`src/rtl/binarysearch_pkg.sv`:
```
// Shared types and defaults for the binary-search scheduler: FSM states,
// datapath control bundle and the state-to-control decode.
package binarysearch_pkg;

    localparam int unsigned VAL_WIDTH_DEF  = 8;
    localparam int unsigned ADDR_WIDTH_DEF = 5;

    typedef enum logic [2:0] {
        S_IDLE,
        S_LOAD,
        S_GETMEM,
        S_COMPUTE,
        S_DONE
    } state_e;

    typedef struct packed {
        logic set_L;
        logic set_R;
        logic set_M;
        logic load_A;
        logic done;
    } dp_ctrl_t;

    // Datapath controls that are active while the FSM sits in state s
    function automatic dp_ctrl_t ctrl_for(state_e s);
        dp_ctrl_t c;
        c = '0;
        case (s)
            S_LOAD: begin
                c.set_L  = 1'b1;
                c.set_R  = 1'b1;
                c.load_A = 1'b1;
            end
            S_GETMEM: c.set_M = 1'b1;
            S_COMPUTE: begin
                c.set_M = 1'b1;
                c.set_L = 1'b1;
                c.set_R = 1'b1;
            end
            S_DONE:  c.done = 1'b1;
            default: c = '0;
        endcase
        return c;
    endfunction

endpackage

```
`src/rtl/binarysearch_scheduler_if.sv`:
```
// Requester and datapath signal bundle for the binary-search scheduler.
interface binarysearch_scheduler_if
    import binarysearch_pkg::*;
#(
    parameter int unsigned VAL_WIDTH  = VAL_WIDTH_DEF,
    parameter int unsigned ADDR_WIDTH = ADDR_WIDTH_DEF
);

    logic [1:0]            req;
    logic [VAL_WIDTH-1:0]  A0;
    logic [VAL_WIDTH-1:0]  A1;
    logic [1:0]            grant;
    logic [1:0]            rsp_valid;
    logic                  rsp_found;
    logic                  rsp_err;
    logic [ADDR_WIDTH-1:0] rsp_addr;

    logic [VAL_WIDTH-1:0]  dp_A;
    logic                  set_L;
    logic                  set_R;
    logic                  set_M;
    logic                  load_A;
    logic                  done;
    logic                  F;
    logic                  NF;
    logic [ADDR_WIDTH-1:0] F_addr;

    modport slave (
        input  req, A0, A1, F, NF, F_addr,
        output grant, rsp_valid, rsp_found, rsp_err, rsp_addr,
        output dp_A, set_L, set_R, set_M, load_A, done
    );

    modport master (
        output req, A0, A1, F, NF, F_addr,
        input  grant, rsp_valid, rsp_found, rsp_err, rsp_addr,
        input  dp_A, set_L, set_R, set_M, load_A, done
    );

endinterface

```
`src/rtl/rr_arbiter2.sv`:
```
// Two-way round-robin arbiter: pointer-preferred grant, pointer moves to the
// requester that lost (or was idle) whenever a grant is accepted.
module rr_arbiter2 (
    input  logic       clock,
    input  logic       reset,
    input  logic [1:0] req,
    input  logic       accept,
    output logic [1:0] grant_c
);

    logic ptr;
    logic other;

    assign other = ~ptr;

    always_comb begin
        grant_c = 2'b00;
        if (req[ptr]) begin
            grant_c[ptr] = 1'b1;
        end else if (req[other]) begin
            grant_c[other] = 1'b1;
        end
    end

    always_ff @(posedge clock) begin
        if (reset) begin
            ptr <= 1'b0;
        end else if (accept && (grant_c != 2'b00)) begin
            ptr <= ~grant_c[1];
        end
    end

endmodule

```
`src/rtl/binarysearch_scheduler.sv`:
```
// Shares one binary-search datapath between two requesters: arbitrates,
// sequences the datapath through load/getmem/compute and returns the result.
module binarysearch_scheduler
    import binarysearch_pkg::*;
#(
    parameter int unsigned VAL_WIDTH  = VAL_WIDTH_DEF,
    parameter int unsigned ADDR_WIDTH = ADDR_WIDTH_DEF,
    parameter int unsigned MAX_ITER   = ADDR_WIDTH + 2
) (
    input  logic                     clock,
    input  logic                     reset,
    binarysearch_scheduler_if.slave  bus
);

    localparam int unsigned ITER_W = $clog2(MAX_ITER + 1);

    state_e            state;
    state_e            next_state;
    logic [ITER_W-1:0] iter;
    logic [1:0]        arb_grant_c;
    logic              arb_accept_c;
    logic              search_end_c;
    dp_ctrl_t          ctrl_next_c;

    rr_arbiter2 u_arb (
        .clock   (clock),
        .reset   (reset),
        .req     (bus.req),
        .accept  (arb_accept_c),
        .grant_c (arb_grant_c)
    );

    // Next-state logic; controls are decoded from next_state so the
    // registered controls line up with the state they belong to.
    always_comb begin
        next_state   = state;
        arb_accept_c = 1'b0;
        search_end_c = bus.F | bus.NF | (iter == ITER_W'(MAX_ITER));
        case (state)
            S_IDLE: begin
                if (bus.req != 2'b00) begin
                    arb_accept_c = 1'b1;
                    next_state   = S_LOAD;
                end
            end
            S_LOAD:    next_state = S_GETMEM;
            S_GETMEM:  next_state = search_end_c ? S_DONE : S_COMPUTE;
            S_COMPUTE: next_state = S_GETMEM;
            S_DONE:    next_state = S_IDLE;
            default:   next_state = S_IDLE;
        endcase
        ctrl_next_c = ctrl_for(next_state);
    end

    always_ff @(posedge clock) begin
        if (reset) begin
            state         <= S_IDLE;
            iter          <= '0;
            bus.grant     <= 2'b00;
            bus.rsp_valid <= 2'b00;
            bus.rsp_found <= 1'b0;
            bus.rsp_err   <= 1'b0;
            bus.rsp_addr  <= '0;
            bus.dp_A      <= '0;
            bus.set_L     <= 1'b0;
            bus.set_R     <= 1'b0;
            bus.set_M     <= 1'b0;
            bus.load_A    <= 1'b0;
            bus.done      <= 1'b0;
        end else begin
            state         <= next_state;
            bus.set_L     <= ctrl_next_c.set_L;
            bus.set_R     <= ctrl_next_c.set_R;
            bus.set_M     <= ctrl_next_c.set_M;
            bus.load_A    <= ctrl_next_c.load_A;
            bus.done      <= ctrl_next_c.done;
            bus.rsp_valid <= 2'b00;
            case (state)
                S_IDLE: begin
                    if (arb_accept_c) begin
                        bus.grant <= arb_grant_c;
                        bus.dp_A  <= arb_grant_c[1] ? bus.A1 : bus.A0;
                    end
                end
                S_LOAD: iter <= '0;
                // Result is captured here and presented for the single DONE cycle
                S_GETMEM: begin
                    if (search_end_c) begin
                        bus.rsp_valid <= bus.grant;
                        if (bus.F) begin
                            bus.rsp_found <= 1'b1;
                            bus.rsp_err   <= 1'b0;
                            bus.rsp_addr  <= bus.F_addr;
                        end else if (bus.NF) begin
                            bus.rsp_found <= 1'b0;
                            bus.rsp_err   <= 1'b0;
                            bus.rsp_addr  <= '0;
                        end else begin
                            bus.rsp_found <= 1'b0;
                            bus.rsp_err   <= 1'b1;
                            bus.rsp_addr  <= '0;
                        end
                    end
                end
                S_COMPUTE: iter <= iter + ITER_W'(1);
                S_DONE:    bus.grant <= 2'b00;
                default:   iter <= iter;
            endcase
        end
    end

endmodule

```
`src/flat_wrapper.sv`:
```
// flat-port wrapper written by rule: the top's interface ports become plain ports
module binarysearch_scheduler_flat import binarysearch_pkg::*;
#(
    parameter int unsigned VAL_WIDTH  = VAL_WIDTH_DEF,
    parameter int unsigned ADDR_WIDTH = ADDR_WIDTH_DEF,
    parameter int unsigned MAX_ITER   = ADDR_WIDTH + 2
)
  (clock, reset, bus_req, bus_A0, bus_A1, bus_F, bus_NF, bus_F_addr, bus_grant, bus_rsp_valid, bus_rsp_found, bus_rsp_err, bus_rsp_addr, bus_dp_A, bus_set_L, bus_set_R, bus_set_M, bus_load_A, bus_done);
  binarysearch_scheduler_if #(.VAL_WIDTH(VAL_WIDTH), .ADDR_WIDTH(ADDR_WIDTH)) bus_i ();
  input  logic clock;
  input  logic reset;
  input wire logic [$bits(bus_i.req)-1:0] bus_req;
  input wire logic [$bits(bus_i.A0)-1:0] bus_A0;
  input wire logic [$bits(bus_i.A1)-1:0] bus_A1;
  input wire logic [$bits(bus_i.F)-1:0] bus_F;
  input wire logic [$bits(bus_i.NF)-1:0] bus_NF;
  input wire logic [$bits(bus_i.F_addr)-1:0] bus_F_addr;
  output wire logic [$bits(bus_i.grant)-1:0] bus_grant;
  output wire logic [$bits(bus_i.rsp_valid)-1:0] bus_rsp_valid;
  output wire logic [$bits(bus_i.rsp_found)-1:0] bus_rsp_found;
  output wire logic [$bits(bus_i.rsp_err)-1:0] bus_rsp_err;
  output wire logic [$bits(bus_i.rsp_addr)-1:0] bus_rsp_addr;
  output wire logic [$bits(bus_i.dp_A)-1:0] bus_dp_A;
  output wire logic [$bits(bus_i.set_L)-1:0] bus_set_L;
  output wire logic [$bits(bus_i.set_R)-1:0] bus_set_R;
  output wire logic [$bits(bus_i.set_M)-1:0] bus_set_M;
  output wire logic [$bits(bus_i.load_A)-1:0] bus_load_A;
  output wire logic [$bits(bus_i.done)-1:0] bus_done;
  assign bus_i.req = bus_req;
  assign bus_i.A0 = bus_A0;
  assign bus_i.A1 = bus_A1;
  assign bus_i.F = bus_F;
  assign bus_i.NF = bus_NF;
  assign bus_i.F_addr = bus_F_addr;
  assign bus_grant = bus_i.grant;
  assign bus_rsp_valid = bus_i.rsp_valid;
  assign bus_rsp_found = bus_i.rsp_found;
  assign bus_rsp_err = bus_i.rsp_err;
  assign bus_rsp_addr = bus_i.rsp_addr;
  assign bus_dp_A = bus_i.dp_A;
  assign bus_set_L = bus_i.set_L;
  assign bus_set_R = bus_i.set_R;
  assign bus_set_M = bus_i.set_M;
  assign bus_load_A = bus_i.load_A;
  assign bus_done = bus_i.done;
  binarysearch_scheduler #(.VAL_WIDTH(VAL_WIDTH), .ADDR_WIDTH(ADDR_WIDTH), .MAX_ITER(MAX_ITER)) u_core (.clock(clock), .reset(reset), .bus(bus_i));
endmodule
```
`config.mk`:
```
export PLATFORM = sky130hd
export DESIGN_NAME = binarysearch_scheduler_flat
export DESIGN_NICKNAME = d
export VERILOG_FILES = /design/src/rtl/binarysearch_pkg.sv /design/src/rtl/binarysearch_scheduler_if.sv /design/src/rtl/rr_arbiter2.sv /design/src/rtl/binarysearch_scheduler.sv /design/src/flat_wrapper.sv
export SDC_FILE = /design/constraint.sdc
export NUM_CORES = 1
export LEC_CHECK = 0
export ABC_AREA = 1
export CORE_ASPECT_RATIO = 0.8
export CORE_MARGIN = 3
export CORE_UTILIZATION = 39
export CTS_CLUSTER_DIAMETER = 150
export DETAILED_ROUTE_END_ITERATION = 6
export PLACE_DENSITY = 0.83
export SLEW_MARGIN = 20
export SYNTH_ARGS = -nofsm -noshare
export SYNTH_HDL_FRONTEND = slang
export SYNTH_HIERARCHICAL = 1
export SYNTH_SLANG_ARGS = --single-unit
export TNS_END_PERCENT = 10
```
`constraint.sdc`:
```
create_clock -name clock -period 1.2 [get_ports clock]
set_input_delay 0.24 -clock clock [delete_from_list [all_inputs] [get_ports clock]]
set_output_delay 0.24 -clock clock [all_outputs]
set_load 0.01 [all_outputs]
```
**Run 1: met3 routing**

Scale bar: 20 um.
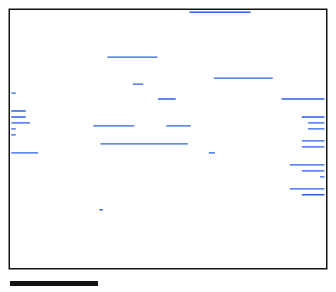
longest straight run = 19.5 um
wire length on this layer = 153 um
nets with wire on the layer = 23
met3 Resource Use GR: 4.27%
routed vias: 1,367
Post-Route WL: 3600 um

**Run 1: wiring by layer**

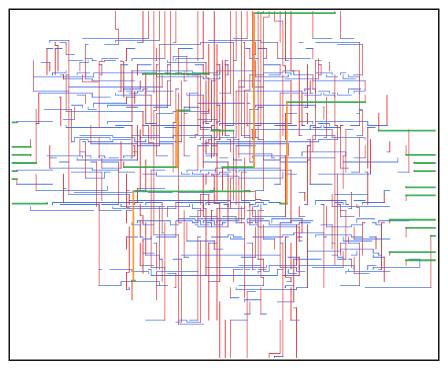
orange -> met4  # wire length 67.3 um
green -> met3  # wire length 153 um
blue -> met1  # wire length 1,590 um
red -> met2  # wire length 1,790 um
drt wl/cell: 12.0 um
GRT Overall Usage: 16.1%

==> results_slide.txt, run 1 <==
Flow Results at a Glance

STA
  • Max Fclk: just over 0.8 GHz
  • Slew @ Worst Pin: slightly below 0.4 ns
  • Final Hold Fails: 0
  • Min Clock Period, post-route: 1.21 ns
  • Rel. slew slack: 73.8%
  • Setup violators final: 1
  • Setup slack after layout: -0.00627 ns
  • Min Hold Slack: between 0.3 and 0.4 ns
  • Tcrit/Tclk final: 101%
  • Max-slew violations: 0
  • TNS Setup: -0.00627 ns
  • RSZ-0062 raised after global routing: yes

Worst hold path
  • Hold path startpoint: bus_req[0]
  • Hold Path Depth: 3
  • HP Class: in2reg
  • Endpoint, Worst Hold: u_core/u_arb/ptr

Floorplan
  • Core Box Area: about 3200 um2
  • Die X: slightly above 70 um
  • Die extent in y: around 60 um
  • Rows: 18
  • Fp_density: a little over two fifths
  • Die footprint: between 4000 and 5000 um2
  • # IOs: 51

Placed design
  • HPWL Detailed: 2380 um
  • Routability congestion estimate from global placement: around 0.73
  • Port Buffers: ~50
  • Dpl cell area: between 1500 and 2000 um2

Clock network
  • CTS tree: done
  • Total CTS buffers: 5
  • Clk ins delay skew pair: between 0.2 and 0.3 ns
  • H-tree lvl count: 2
  • Maximum buffer depth of the clock tree: 2
  • Clock root cell: clkbuf_8
  • Reg clk slew, reported paths: around 0.060 ns
  • CTS sink cnt: 30
  • Hold-fix buffers, CTS: 0

Final layout
  • Layout cells sized above 1: ~17%
  • Layout area overhead: 58.3%
  • Antenna diodes: 0
  • Final non-filler cell area: between 2000 and 2500 um2
  • Final net count: 289
  • Post-Route Utilization: approximately 67%

Detailed routing
  • # DRC: 0
  • Drt pass-1 iters: 4
  • DRT antenna net count: 0
  • Routed vias/inst: between 4 and 5
  • DRT iter0 DRCs: approximately 71

Logic synthesis
  • Post-synthesis cell count: just under 200
  • Seq/Total Area, Yosys: around 44%
  • #FFs+latches synth: 30
  • Cell Area, Synth: approximately 1400 um2
  • Floorplan Nets: around 230
  • YS warnings: 6
  • Count of different cell masters after synthesis: 24
  • Yosys stat cell total: approximately 200
  • Yosys Chip Area: 1350 um2
  • Synthesized area per cell: roughly 7 um2

Flow run
  • Log Warnings: 28
  • Max Cap Viol: 0

Power and ir drop
  • Gate power share: around a quarter
  • Leakage: 1.06 nW
  • VDD IR-drop max: 0.586 mV
  • Power density over the cells: 1160 nW/um2
  • Seq power: ~1.1 mW
  • Internal Power: between 1.5 and 2 mW
  • Top power group: registers
  • Switching Share: ~28%
  • Net switching power: 0.706 mW
  • P_comb: about 0.63 mW
  • Power Clock: between 0.7 and 0.8 mW
  • Flop pwr share: around 45%

Global routing
  • Initial antenna violation count: 0
  • Global route overflow: 0
  • Met2 Resource Use GR: around 26%
  • Busiest grt layer: met2
  • First-pass GRT wire length: 5320 um
  • Largest net degree at the start of global routing: 18
  • Vias in the first global route: 1,214
  • Met1 Resource Use GR: 20.7%

Critical path
  • Crit Path Class: reg2reg
  • FF-to-FF setup slack: -0.006 ns
  • WP data arrival: ~1.4 ns
  • FF-to-FF path depth: 7
  • CP Capture Type: flop
  • Crit path DRT: between 1 and 1.5 ns
  • End of the worst register-to-register path: u_core/bus.set_L
  • CP max FO: 8
  • Setup crit start kind: flop
  • Reg-to-Reg Start: u_core/iter[1]

Outcome
  • Failing checks: setup timing
  • Status: complete, but fails checks
**Run 1: clock wires, drivers and flops**

Scale bar: 20 um.
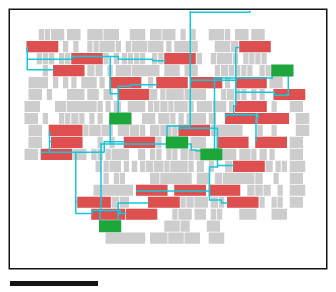
cyan -> clock wires  # length 385 um
green -> cells driving clock nets  # count 5
red -> flip-flops  # count 30
routed clock nets = 6
clock group share of total power: 29.9%
Max Clock Skew: 0.00459 ns

run 1: worst max-delay path by stage:
stage / start / to / slack (ns) / depth (start not counted)
6_report: u_core/iter[1] / u_core/bus.set_L / -0.006 / 7
5_1_grt: u_core/iter[1] / u_core/bus.set_L / -0.06 / 7
4_1_cts: u_core/iter[0] / u_core/state[1] / -0.02 / 7
3_5_place_dp: bus_req[1] / u_core/bus.dp_A[5] / -0.33 / 6
3_3_place_gp: bus_req[1] / u_core/bus.dp_A[7] / -0.29 / 6
2_1_floorplan: u_core/iter[0] / u_core/bus.rsp_addr[2] / 0.02 / 7
run 1: final cells by class:
cell class | count | area [um2]
repair buffers | 65 | 612
multi-input cells | 125 | 671
clock buffers | 7 | 76.3
fillers | 279 | 1060
inverters | 33 | 126
flip-flops and latches | 30 | 604
well taps | 40 | 50.0
run 1: flip-flops by register name, indices dropped and copies added (netlist names), 2 cells and up:
signal / count
u_core/bus.rsp_addr: 5
u_core/state: 3
u_core/iter: 3
u_core/bus.grant: 2
u_core/bus.dp_A: 8
u_core/bus.rsp_valid: 2
run 1: synthesized netlist by cell type (all sizes together):
library cell,n,share of area [%]
o21ai,10,3.7
a31oi,1,0.46
inv,33,9.2
nor3,1,0.37
a21oi,10,4.0
nand2,53,15
a21boi,2,1.1
buf,7,3.4
dfxtp,30,44
clkbuf,1,0.28
nor3b,1,0.93
nand3,9,3.7
ha,2,1.9
nor2,36,11
run 1: per-stage QoR:
step,setup WS [ns],power (mW),std cells
final,-0.00627,2.48,300
after global routing,-0.0571,2.63,300
after CTS,-0.0227,2.44,296
after detailed placement,-0.328,1.73,289
after global placement,-0.294,1.72,289
after floorplan,0.0247,1.44,196
run 1: cells in the final DEF (no fill, tap or decap), types with 3 or more instances in the layout:
master / netlist / final
buf_4: 2 / 10
dfxtp_2: 0 / 3
o21ai_0: 8 / 8
inv_1: 33 / 31
nand3_1: 8 / 8
buf_6: 1 / 4
nand2_1: 51 / 51
dlygate4sd2_1: 0 / 25
nor2_1: 32 / 28
clkdlybuf4s50_1: 0 / 24
a21oi_1: 9 / 7
a21oi_2: 1 / 3
nor2_2: 3 / 5
clkbuf_8: 0 / 5
dfxtp_1: 30 / 27
nor2_4: 1 / 3
run 1: logic make-up (layout without fill, tap and decap cells):
family | after synthesis | after routing | share of synthesized area (%)
adder cells (fa/ha/maj) | 2 | 2 | 1.85
flip-flops | 30 | 30 | 44.4
AND/OR/NAND/NOR | 100 | 100 | 31.6
buffers and inverters | 41 | 105 | 12.9
AND-OR/OR-AND | 23 | 23 | 9.26
run 1: routing by layer:
metal  vias up  wire, um  share of wire [%]
met2        31      1790                 50
met1       608      1590                 44
met3         8       152                4.2
met5         -         0                  0
li1        720         -                  -
met4         0        67                1.9
run 1: critical path: stages, from the launching register on:
cell and delay [ns]:
dfxtp_2 0.33, ha_4 0.16, ha_4 0.16, inv_4 0.06
nand2_8 0.08, nor2_4 0.18, nor2_2 0.06, nor2_1 0.11
run 1: what timing repair did:
item                                    CTS  global route
cloned                                    0             2
pin swaps                                 2             8
buffers inserted                          0             2
gates resized                            31            26
endpoints found under the setup margin   47            23
**Run 1: cell placement**

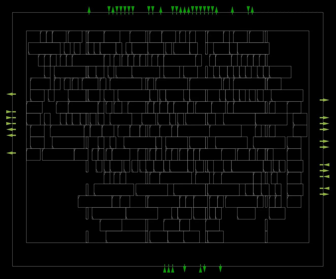

==> run 1 -> run 2 <==
- CORE_UTILIZATION: 39 -> 30
- GPL_ROUTABILITY_DRIVEN: default -> 0
- PLACE_DENSITY: 0.83 -> 0.68
**Run 2: cell placement**

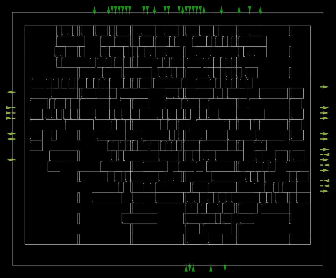
# Taps: 57
Layout Cells excl Fill: 315
Seq Cell Count: 30
Post-Route Utilization: 50.9%

==> run 2 against run 1 <==
  * The flow still finishes with violations (setup timing)
  * Maximum frequency increased by 0.44%
  * Non-clock buffer count decreased by 4
  * First-iteration DRC count decreased by 11%
  * Clock power about the same
  * Combinational power decreased by 2%
  * Core utilization decreased by 16 points
  * Power decreased by 0.47%
  * Critical path depth unchanged
  * Synthesized area unchanged
==> results_slide.txt, run 2 <==
Flow Results at a Glance

Final layout
  • Final net count: 287 (was 289)
  • Layout cells sized above 1: 15.1% (was 16.5%)
  • Most numerous logic cells after layout: nand2_1, inv_1, nor2_1 (unchanged)
  • Top reg by flops: u_core/bus.dp_A (unchanged)
  • Largest register FFs: 8 (unchanged)
  • Top Registers: u_core/bus.dp_A: 8 flops, u_core/bus.rsp_addr: 5 flops (unchanged)
  • Antenna diodes: 0 (unchanged)
  • Filler cells: 431 (was 279)
  • Layout area overhead: 60.4% (was 58.3%)
  • Most used logic cell in the final layout: nand2_1 (unchanged)

Global routing
  • Global route overflow: 0 (unchanged)
  • Met2 Resource Use GR: 18.8% (was 25.7%)
  • GRT Overall Usage: 12.7% (was 16.1%)
  • Met1 Resource Use GR: 17.1% (was 20.7%)
  • Largest net degree at the start of global routing: 20 (was 18)
  • Initial antenna violation count: 0 (unchanged)
  • First-pass GRT wire length: 5150 um (was 5320 um)
  • Vias in the first global route: 1,159 (was 1,214)
  • Busiest grt layer: met2 (unchanged)
  • Met3 Resource Use GR: 3.41% (was 4.27%)

Placed design
  • Setup WS pre-CTS: -0.362 ns (was -0.328 ns)
  • HPWL Detailed: 2300 um (was 2380 um)
  • Total placed cells including tap cells: 302 (was 289)
  • Port Buffers: 50 (unchanged)

Logic synthesis
  • Count of different cell masters after synthesis: 24 (unchanged)
  • Yosys Chip Area: 1350 um2 (unchanged)
  • Xor/xnor share: 0% (unchanged)
  • Post-synthesis cell count: 196 (unchanged)
  • Simple share: 31.6% (unchanged)
  • Cell Area, Synth: 1350 um2 (unchanged)
  • Synthesized area per cell: 6.89 um2 (unchanged)
  • Floorplan Nets: 225 (unchanged)
  • Mux frac, synth: 0% (unchanged)
  • Adder share: 1.85% (unchanged)
  • Top cell area share: 44.4% (unchanged)
  • Synth top area cells: dfxtp_1, nand2_1, inv_1 (unchanged)
  • Yosys aoi share: 9.26% (unchanged)
  • YS warnings: 6 (unchanged)
  • Yosys top cell by area: dfxtp_1 (unchanged)
  • Ys async rst share: 0% (unchanged)
  • Main flop type: dfxtp_1 (unchanged)
  • #FFs+latches synth: 30 (unchanged)
  • Most frequent cell after synthesis: nand2_1 (unchanged)
  • Comb area leader: simple AND/OR/NAND/NOR gates (unchanged)
  • Post-synth EDFFs: 0 (unchanged)
  • Commonest cells in the netlist: nand2_1, inv_1, nor2_1, dfxtp_1, a21oi_1 (unchanged)
  • Seq/Total Area, Yosys: 44.4% (unchanged)
  • Yosys stat cell total: 196 (unchanged)

Clock network
  • Reg clk slew, reported paths: 0.06 ns (about the same)
  • Clock root cell: clkbuf_8 (unchanged)
  • Maximum buffer depth of the clock tree: 2 (unchanged)
  • CTS sink cnt: 30 (unchanged)
  • Hold-fix buffers, CTS: 0 (unchanged)
  • Total CTS buffers: 5 (unchanged)
  • H-tree lvl count: 2 (unchanged)
  • CTS tree: done (unchanged)

Detailed routing
  • # DRC: 0 (unchanged)
  • DRT iter0 DRCs: 63 (was 71)
  • DRT antenna net count: 0 (unchanged)
  • Drt pass-1 iters: 4 (unchanged)
  • Routed vias: 1,324 (was 1,367)
  • Post-Route WL: 3510 um (was 3600 um)
  • Routed vias/inst: 4.20 (was 4.56)
  • Drt wl/cell: 11.2 um (was 12.0 um)

Power and ir drop
  • Leakage: 1.05 nW (was 1.06 nW)
  • VDD IR-drop max: 0.431 mV (was 0.586 mV)
  • Power density over the cells: 1140 nW/um2 (was 1160 nW/um2)

Outcome
  • Status: complete, but fails checks (unchanged)
  • Failing checks: setup timing (unchanged)

STA
  • Setup slack after layout: -0.00102 ns (was -0.00627 ns)
  • Slew @ Worst Pin: 0.396 ns (was 0.392 ns)
  • Max Fclk: 0.833 GHz (was 0.829 GHz)
  • RSZ-0062 raised after global routing: yes (unchanged)
  • Final Hold Fails: 0 (unchanged)
  • Setup violators final: 1 (unchanged)
  • Tcrit/Tclk final: 100% (was 101%)
  • Rel. slew slack: 73.6% (was 73.8%)
  • Max-slew violations: 0 (unchanged)
  • TNS Setup: -0.00102 ns (was -0.00627 ns)
  • Min Clock Period, post-route: 1.20 ns (was 1.21 ns)

Critical path
  • Crit path DRT: 1.41 ns (about the same)
  • CP Capture Type: flop (unchanged)
  • Crit Path Class: reg2reg (unchanged)
  • FF-to-FF setup slack: -0.001 ns (was -0.006 ns)
  • WP data arrival: 1.41 ns (was 1.42 ns)
  • Setup crit start kind: flop (unchanged)
  • CP max FO: 5 (was 8)

Floorplan
  • Die extent in y: 66.0 um (was 58.7 um)
  • Core Box Area: 4260 um2 (was 3200 um2)
  • Die footprint: 5350 um2 (was 4210 um2)
  • # IOs: 51 (unchanged)
  • Die X: 81.0 um (was 71.8 um)
  • Fp_density: 31.7% (was 42.3%)
  • Rows: 21 (was 18)

Flow run
  • Log Warnings: 28 (unchanged)
  • Max Cap Viol: 0 (unchanged)

Worst hold path
  • HP Class: in2reg (unchanged)
**Run 2: clock wires, drivers and flops**

Scale bar: 20 um.
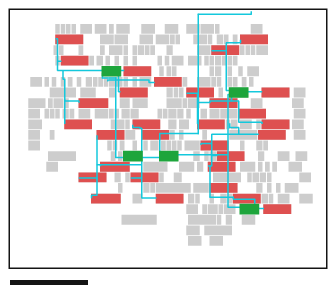
red -> flip-flops  # count 30
green -> cells driving clock nets  # count 5
cyan -> clock wires  # length 396 um
routed clock nets = 6
Max Clock Skew: 0.00226 ns
Power Clock: 0.741 mW
clock group share of total power: 30.0%
clk ins delay skew pair: 0.27 ns

run 2: cell families after synthesis:
logic type,count (synthesis)
fa+ha+maj,2
buf+inv,41
simple gates,100
compound gates,23
flops,30
run 2: layout make-up:
type	count	area, um2	area share, %
Inverter	33	126	5.83
Tap cell	57	71.3	3.29
Sequential cell	30	604	27.9
Multi-Input combinational cell	127	698	32.2
Timing Repair Buffer	61	591	27.3
Clock buffer	7	76.3	3.52
run 2: worst max-delay path, stage by stage (launching register included):
cell and delay, ns:
dfxtp_2 0.33, ha_4 0.16, ha_4 0.15, inv_4 0.08, nand2_8 0.09, nor2_4 0.16, nor2_2 0.06, nor2_1 0.10
run 2: power breakdown:
part,internal (mW),leakage (nW),switching (mW)
Sequential,1.07,0.247,0.0400
Combinational,0.293,0.763,0.319
Clock,0.398,0.0383,0.343
Total,1.77,1.05,0.702
run 2: timing repair:
item,CTS,global route
gates cloned,0,3
setup buffers,0,3
pin swaps,2,6
resized,34,21
endpoints found under the setup margin,47,27
run 2: per-stage QoR:
stage / area (um2) / total power, mW / hold WS [ns]
after floorplan: 1350 / 1.44 / 0.302
after global placement: 1940 / 1.72 / 0.450
after detailed placement: 1940 / 1.72 / 0.455
after CTS: 2010 / 2.43 / 0.429
after global routing: 2170 / 2.61 / 0.354
final: 2170 / 2.47 / 0.318
run 2: path summary, 6_finish.rpt:
check,start,to,cells past startpoint
max,u_core/iter[0],u_core/bus.set_M,7
min,bus_req[1],u_core/u_arb/ptr,4
max reg2reg,u_core/iter[0],u_core/bus.set_M,7
min reg2reg,u_core/bus.rsp_addr[3],u_core/bus.rsp_addr[3],2
run 2: metal layers:
layer	routed length [um]	part of all wire [%]
met1	1670	48
met2	1570	45
met3	220	6.3
met4	51	1.5
met5	0	0
**Run 2: met3 routing**

Scale bar: 20 um.
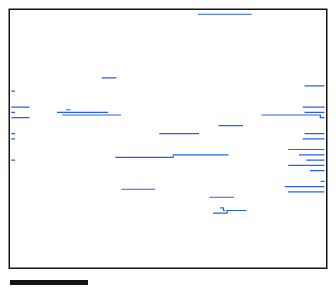

==> run 2 -> run 3 <==
--- a/config.mk
+++ b/config.mk
@@ -10,3 +10,3 @@
 export CORE_MARGIN = 3
-export CORE_UTILIZATION = 30
+export CORE_UTILIZATION = 39
 export CTS_CLUSTER_DIAMETER = 150
@@ -14,3 +14,3 @@
 export GPL_ROUTABILITY_DRIVEN = 0
-export PLACE_DENSITY = 0.68
+export PLACE_DENSITY = 0.83
 export SLEW_MARGIN = 20
@@ -18,3 +18,2 @@
 export SYNTH_HDL_FRONTEND = slang
-export SYNTH_HIERARCHICAL = 1
 export SYNTH_SLANG_ARGS = --single-unit
==> constraint.sdc (replaced) <==
create_clock -name clock -period 1.2 [get_ports clock]
set_input_delay 0.12 -clock clock [delete_from_list [all_inputs] [get_ports clock]]
set_output_delay 0.12 -clock clock [all_outputs]
set_load 0.01 [all_outputs]
**Run 3: met3 routing**

Scale bar: 20 um.
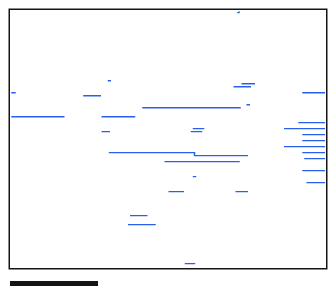
nets with wire on the layer = 25
longest straight run = 22.1 um
main direction = horizontal
wire length on this layer = 182 um
met3 Resource Use GR: 5.97%
routed vias: 1,422
Post-Route WL: 3620 um

==> run 3 against run 2 <==
  * The run now ends clean
  * Cell count is 5.1% lower
  * First-iteration DRC count is 35% higher
  * Core utilization is 16 points higher
  * Critical path depth stayed put
  * Count of clock-buffer cells in the layout stayed put
  * Sequential power hardly changed
  * Design area is 0.98% lower
  * Clock power is about 10% higher
  * Largest cell class unchanged
==> results_slide.txt, run 3 <==
Flow Results at a Glance

Detailed routing
  • Drt wl/cell: 12.1 um (was 11.2 um)
  • # DRC: 0 (unchanged)
  • DRT iter0 DRCs: 85 (was 63)
  • Drt pass-1 iters: 4 (unchanged)
  • Routed vias/inst: 4.76 (was 4.20)
  • DRT antenna net count: 0 (unchanged)

STA
  • RSZ-0062 raised after global routing: yes (unchanged)
  • Min Hold Slack: 0.383 ns (was 0.318 ns)
  • Final Hold Fails: 0 (unchanged)
  • Max Clock Skew: 0.00657 ns (was 0.00226 ns)
  • Setup violators final: 0 (was 1)
  • Tcrit/Tclk final: 98.0% (was 100%)
  • Max-slew violations: 0 (unchanged)
  • Rel. slew slack: 82.5% (was 73.6%)

Clock network
  • Maximum buffer depth of the clock tree: 2 (unchanged)
  • CTS tree: done (unchanged)
  • Hold-fix buffers, CTS: 0 (unchanged)
  • Clk ins delay skew pair: 0.28 ns (was 0.27 ns)
  • CTS sink cnt: 30 (unchanged)
  • Total CTS buffers: 5 (unchanged)
  • Reg clk slew, reported paths: 0.06 ns (about the same)
  • H-tree lvl count: 2 (unchanged)

Power and ir drop
  • Internal Power: 1.82 mW (was 1.77 mW)
  • Switching Share: 28.1% (was 28.5%)
  • Net switching power: 0.711 mW (was 0.702 mW)
  • Power density over the cells: 1180 nW/um2 (was 1140 nW/um2)
  • VDD IR-drop max: 0.548 mV (was 0.431 mV)
  • Clock group share of total power: 32.4% (was 30.0%)
  • Leakage: 1.08 nW (was 1.05 nW)

Logic synthesis
  • Yosys top cell by area: dfxtp_1 (unchanged)
  • Commonest cells in the netlist: nand2_1, dfxtp_1, nor2_1, inv_1, a21oi_1 (was nand2_1, inv_1, nor2_1, dfxtp_1, a21oi_1)
  • Yosys stat cell total: 192 (was 196)
  • Top cell area share: 44.6% (was 44.4%)
  • Cell Area, Synth: 1350 um2 (about the same)
  • #FFs+latches synth: 30 (unchanged)
  • Floorplan Nets: 221 (was 225)
  • Ys async rst share: 0% (unchanged)
  • Synthesized area per cell: 7.01 um2 (was 6.89 um2)
  • Post-synthesis cell count: 192 (was 196)
  • Most frequent cell after synthesis: nand2_1 (unchanged)
  • Synth top area cells: dfxtp_1, nand2_1, nor2_1 (was dfxtp_1, nand2_1, inv_1)
  • Yosys Chip Area: 1350 um2 (about the same)
  • Post-synth EDFFs: 0 (unchanged)
  • Main flop type: dfxtp_1 (unchanged)
  • Count of different cell masters after synthesis: 19 (was 24)

Global routing
  • First-pass GRT wire length: 5500 um (was 5150 um)
  • Vias in the first global route: 1,264 (was 1,159)
  • Global route overflow: 0 (unchanged)
  • Largest net degree at the start of global routing: 17 (was 20)
  • Initial antenna violation count: 0 (unchanged)
  • GRT Overall Usage: 17.2% (was 12.7%)

Floorplan
  • # IOs: 51 (unchanged)
  • Die X: 71.7 um (was 81.0 um)
  • Die extent in y: 58.6 um (was 66.0 um)

Final layout
  • Layout area overhead: 59.4% (was 60.4%)
  • Final net count: 287 (unchanged)
  • Largest register FFs: 8 (unchanged)
  • Antenna diodes: 0 (unchanged)
  • Most used logic cell in the final layout: nand2_1 (unchanged)
  • Layout cells sized above 1: 17.8% (was 15.1%)
  • Most numerous logic cells after layout: nand2_1, nor2_1, dfxtp_1 (was nand2_1, inv_1, nor2_1)

Outcome
  • Status: finished, final reports clean (was complete, but fails checks)

Critical path
  • Crit path DRT: 1.37 ns (was 1.41 ns)
  • CP Capture Type: flop (unchanged)
  • Setup crit start kind: flop (unchanged)
  • WP data arrival: 1.35 ns (was 1.41 ns)
  • CP max FO: 6 (was 5)
  • Crit Path Class: reg2reg (unchanged)

Worst hold path
  • HP Class: in2reg (unchanged)

Placed design
  • HPWL Detailed: 2460 um (was 2300 um)
  • Port Buffers: 50 (unchanged)

Flow run
  • Max Cap Viol: 0 (unchanged)
**Run 3: cell placement**

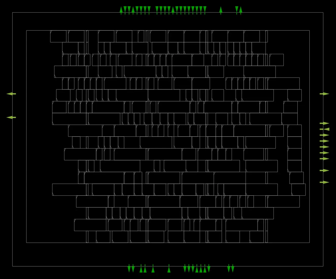
Post-Route Utilization: 67.1%
Seq area share: 28.2%
Core Box Area: 3200 um2
Rows: 18
Filler cells: 256

-- run 3: cell families (layout without fill, tap and decap cells) --
group           count (synthesis)  after routing  synth area share [%]
buf+inv                        33            100                  10.4
compound gates                 18             18                  6.69
simple gates                  109            109                  36.4
flops                          30             30                  44.6
fa+ha+maj                       2              2                  1.86
-- run 3: repair_timing --
action	CTS	global route
pin swaps	1	6
endpoints found under the setup margin	34	22
gates resized	29	16
setup buffers	0	4
gates cloned	0	0
-- run 3: layer usage --
layer	global-route usage [%]	wire [um]
met4	7.77	89
met1	20.4	1560
met5	0	0
met3	5.97	181
met2	28.1	1790
-- run 3: cell type report --
type	count	area, um2
fill	256	1050
multi-input combinational	129	691
sequential	30	606
timing repair buffer	65	602
inverter	27	106
clock buffer	7	86.3
tap	40	50.0
clock inverter	1	5.00
-- run 3: power by group through the flow --
stage,Sequential (mW),Clock (mW),Combinational (mW)
2_1_floorplan,1.16,0,0.263
3_3_place_gp,1.13,0,0.569
3_5_place_dp,1.13,0,0.583
4_1_cts,1.11,0.831,0.560
5_1_grt,1.12,0.860,0.668
6_report,1.11,0.818,0.598
-- run 3: stage by stage --
step / worst slack, ns / cell area [um2] / setup TNS, ns / instances
detailed placement: -0.174 / 1950 / -2.48 / 287
global route: -0.0345 / 2150 / -0.151 / 299
global placement: -0.130 / 1950 / -1.74 / 287
finish: 0.0239 / 2150 / 0 / 299
CTS: -0.0575 / 2030 / -0.163 / 295
floorplan: 0.00388 / 1350 / 0 / 192
-- run 3: critical path, stage by stage (launching register included) --
cell     delay, ns
dfxtp_2       0.34
ha_4          0.16
ha_4          0.16
inv_4         0.06
nand2_4       0.07
buf_6         0.14
nand3_1       0.08
a21oi_1       0.06
-- run 3: worst paths after layout --
kind | slack (ns) | end | depth (start not counted) | startpoint
worst max-delay path | 0.02 | u_core.bus.rsp_addr[2] | 7 | u_core.iter[0]
worst min register to register | 0.47 | u_core.bus.rsp_err | 2 | u_core.bus.rsp_err
worst min-delay path | 0.38 | u_core.bus.grant[1] | 4 | bus_req[1]
worst max register to register | 0.02 | u_core.bus.rsp_addr[2] | 7 | u_core.iter[0]
Power figures rest on the tool's default switching activity, not on a simulated workload.
